### Clock routing

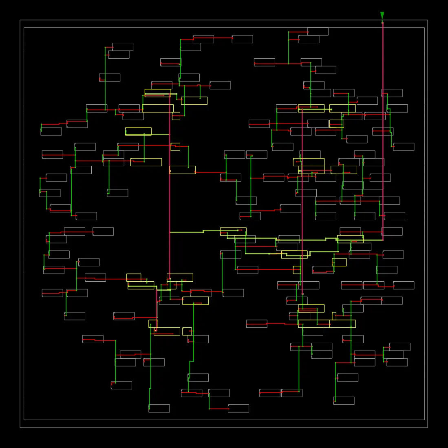
### Sizing map

Scale bar: 50 um.
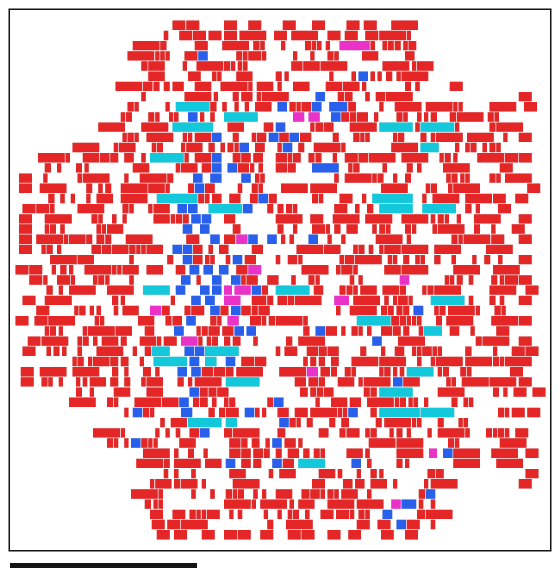
$ cat src/rtl/no_overflow_sub_pipe.sv
// rtl/no_overflow_sub_pipe.sv - two-stage saturating A-B subtractor, signed/unsigned per op
// Optional sticky overflow flags: define NO_OVERFLOW_SUB_STICKY_EN.
module no_overflow_sub_pipe #(
   parameter int WIDTH       = 32,
   parameter int UNSIG_CLAMP = 1
) (
   input  logic             clk,
   input  logic             rst,
   input  logic             in_valid,
   output logic             in_ready,
   input  logic [WIDTH-1:0] in_a,
   input  logic [WIDTH-1:0] in_b,
   input  logic             in_signed,
   output logic             out_valid,
   input  logic             out_ready,
   output logic [WIDTH-1:0] out_result,
   output logic             out_po,
   output logic             out_no
`ifdef NO_OVERFLOW_SUB_STICKY_EN
   ,
   input  logic             sticky_clr,
   output logic             sticky_po,
   output logic             sticky_no
`endif
);

   localparam int              UB    = WIDTH - 1;
   localparam logic [WIDTH-1:0] P_MAX = {1'b0, {(WIDTH-1){1'b1}}};
   localparam logic [WIDTH-1:0] N_MAX = {1'b1, {(WIDTH-1){1'b0}}};
   localparam logic [WIDTH-1:0] ZERO  = '0;

   // stage 1 holds the operands plus the raw modular difference
   logic             s1_valid;
   logic [WIDTH-1:0] s1_a;
   logic [WIDTH-1:0] s1_b;
   logic             s1_signed;
   logic [WIDTH-1:0] s1_diff;

   // stage 2 is the output register itself
   logic             s2_valid;
   logic             s2_adv;
   logic             s1_adv;

   logic [WIDTH-1:0] sat_result;
   logic             sat_po;
   logic             sat_no;

   // an empty downstream stage always advances, so bubbles collapse
   assign s2_adv    = !s2_valid || out_ready;
   assign s1_adv    = !s1_valid || s2_adv;
   assign in_ready  = s1_adv;
   assign out_valid = s2_valid;

   // stage 1: capture operands and raw difference on accept
   always_ff @(posedge clk) begin
      if (rst) begin
         s1_valid  <= 1'b0;
         s1_a      <= ZERO;
         s1_b      <= ZERO;
         s1_signed <= 1'b0;
         s1_diff   <= ZERO;
      end else if (s1_adv) begin
         s1_valid <= in_valid;
         if (in_valid) begin
            s1_a      <= in_a;
            s1_b      <= in_b;
            s1_signed <= in_signed;
            s1_diff   <= in_a - in_b;
         end
      end
   end

   // overflow detection and clamping from the stage-1 difference
   always_comb begin
      sat_po     = 1'b0;
      sat_no     = 1'b0;
      sat_result = s1_diff;
      if (s1_signed) begin
         // sign of the difference disagrees with what the operand signs force
         sat_po = !s1_a[UB] &&  s1_b[UB] &&  s1_diff[UB];
         sat_no =  s1_a[UB] && !s1_b[UB] && !s1_diff[UB];
         if (sat_po) begin
            sat_result = P_MAX;
         end else if (sat_no) begin
            sat_result = N_MAX;
         end
      end else begin
         sat_no = (s1_a < s1_b);
         if (sat_no && (UNSIG_CLAMP != 0)) begin
            sat_result = ZERO;
         end
      end
   end

   // stage 2: output register, frozen while the consumer stalls
   always_ff @(posedge clk) begin
      if (rst) begin
         s2_valid   <= 1'b0;
         out_result <= ZERO;
         out_po     <= 1'b0;
         out_no     <= 1'b0;
      end else if (s2_adv) begin
         s2_valid <= s1_valid;
         if (s1_valid) begin
            out_result <= sat_result;
            out_po     <= sat_po;
            out_no     <= sat_no;
         end
      end
   end

`ifdef NO_OVERFLOW_SUB_STICKY_EN
   logic out_fire;
   assign out_fire = s2_valid && out_ready;

   // sticky flags: set by a completed output carrying the flag, set beats clear
   always_ff @(posedge clk) begin
      if (rst) begin
         sticky_po <= 1'b0;
         sticky_no <= 1'b0;
      end else begin
         if (out_fire && out_po) begin
            sticky_po <= 1'b1;
         end else if (sticky_clr) begin
            sticky_po <= 1'b0;
         end
         if (out_fire && out_no) begin
            sticky_no <= 1'b1;
         end else if (sticky_clr) begin
            sticky_no <= 1'b0;
         end
      end
   end
`endif

endmodule

$ cat config.mk
export PLATFORM = sky130hd
export DESIGN_NAME = no_overflow_sub_pipe
export DESIGN_NICKNAME = d
export VERILOG_FILES = /design/src/rtl/no_overflow_sub_pipe.sv
export SDC_FILE = /design/constraint.sdc
export NUM_CORES = 1
export LEC_CHECK = 0
export CAP_MARGIN = 20
export CORE_UTILIZATION = 35
export CTS_CLUSTER_SIZE = 30
export DETAILED_ROUTE_END_ITERATION = 8
export GPL_TIMING_DRIVEN = 1
export PLACE_DENSITY = 0.56
export SLEW_MARGIN = 20
export SYNTH_ARGS = -nofsm -noshare
export SYNTH_HDL_FRONTEND = slang
export SYNTH_SLANG_ARGS = --single-unit
$ cat constraint.sdc
create_clock -name clk -period 3.38 [get_ports clk]
set_input_delay 0.845 -clock clk [delete_from_list [all_inputs] [get_ports clk]]
set_output_delay 0.845 -clock clk [all_outputs]
set_load 0.01 [all_outputs]
==> impl_metrics.tcl <==
# place-and-route summary
set metrics [dict create \
    r2r-end "out_result[28]" \
    clock_sinks 133 \
    postSynthAreaPerCell_um2 7.52 \
    port-buffer-count 104 \
    p_per_area_mw_per_mm2 483 \
    drive_above_1_share 0.117 \
    top_layer "met4" \
    p_leak_nw 4.12 \
    most-common-layout-cells "221 x nand2_1, 133 x dfxtp_1, 115 x a21oi_1" \
    critPathMaxFanout 2 \
    nets 1231 \
    hold_path_end "out_result[18]" \
    netlist.area_leader.share 0.376 \
    vias 6490 \
    synthCells 941 \
    gr-usage-met2 0.277 \
    grt_max_degree 44 \
    fp_util 0.360 \
    fp.dieH_um 144 \
    grt_usage 0.184 \
    arrival_ns 3.58 \
    cts_tree "yes" \
    top_cells_by_count "222 x nand2_1, 133 x dfxtp_1, 116 x a21oi_1" \
    ys_top_cells_by_area "dfxtp_1 38%, nand2_1 12%, ha_1 11%, a21oi_1 8.2%, nor2_1 3.7%" \
    setup_viol 0 \
    design_area_mm2 0.00961 \
    status "finished, final reports clean" \
    place_area_mm2 0.00891 \
    edf_count 0 \
    hpwlAfterDp_mm 13.8 \
    cts.path.max_buffers 2 \
    worst_pin_slew_ns 0.571 \
    cp_top_family "AND-OR/OR-AND gates" \
    cts_resized 1 \
    fin_crit_ns 3.27 \
    cp.required_ns 3.69 \
    hold_start "out_result[18]" \
    die_area_mm2 0.0208 \
    synthesis.nets 1074 \
    htree_levels 4 \
    power_w 0.00464 \
    postCtsSetupBuffers 0 \
]
## Picture notes: 'Clock routing'
CTS Buf Count: 17
clk_buf instances: 21
num sequential: 133
Setup Skew: 0.00538 ns
clk pwr: 0.00201 W

## Picture notes: 'Sizing map'
[drive 3 to 4] blue | cells: 85 | share: 7.7%
[drive 2] magenta | cells: 16 | share: 1.4%
[drive 1 or less] red | cells: 980 | share: 88%
[drive 6 and up] cyan | cells: 29 | share: 2.6%

[power breakdown]
group	total, W	internal (W)	switching (W)
Combinational	0.000905	0.000446	0.000459
Sequential	0.00173	0.00167	0.0000595
Clock	0.00201	0.00130	0.000710
[sequential cells by signal, summed over array words and instances, names as in the netlist]
| register | cells |
|---|---|
| s1_a | 32 |
| out_po | 1 |
| s1_signed | 1 |
| s1_valid | 1 |
| s1_b | 32 |
| out_result | 32 |
| out_no | 1 |
| s1_diff | 32 |
| out_valid | 1 |
[worst min-delay path: cells and delay by family, from the launching register on]
family | cells | cell delay, ns
flops | 1 | 0.32
compound gates | 1 | 0.05
simple gates | 1 | 0.04
[worst max-delay path by stage]
stage | start | slack, ns | to | cells past startpoint
6_report | in_b[9] | 0.11 | s1_diff[28] | 13
5_1_grt | in_b[5] | -0.008 | s1_diff[28] | 13
4_1_cts | in_a[0] | 0.02 | s1_diff[20] | 13
3_5_place_dp | in_a[0] | -0.53 | s1_diff[20] | 13
3_3_place_gp | in_a[0] | -0.51 | s1_diff[20] | 13
2_1_floorplan | in_a[0] | 0.18 | s1_diff[18] | 12
[cells by family after synthesis]
logic type / after synthesis / share of synthesized area
XOR/XNOR: 18 / 0.0223
AND-OR/OR-AND: 235 / 0.194
multiplexers: 3 / 0.00442
buffers and inverters: 114 / 0.0605
AND/OR/NAND/NOR: 374 / 0.228
adder cells (fa/ha/maj): 64 / 0.114
flip-flops: 133 / 0.376
[area by class of cell]
cell class | instances | area, um2 | area share
multi-input cells | 694 | 4040 | 0.421
flip-flops and latches | 133 | 2660 | 0.277
repair buffers | 184 | 1680 | 0.174
clock buffers | 21 | 470 | 0.0490
well taps | 265 | 332 | 0.0345
inverters | 68 | 255 | 0.0266
clock inverters | 10 | 170 | 0.0177
Power figures rest on the tool's default switching activity, not on a simulated workload.
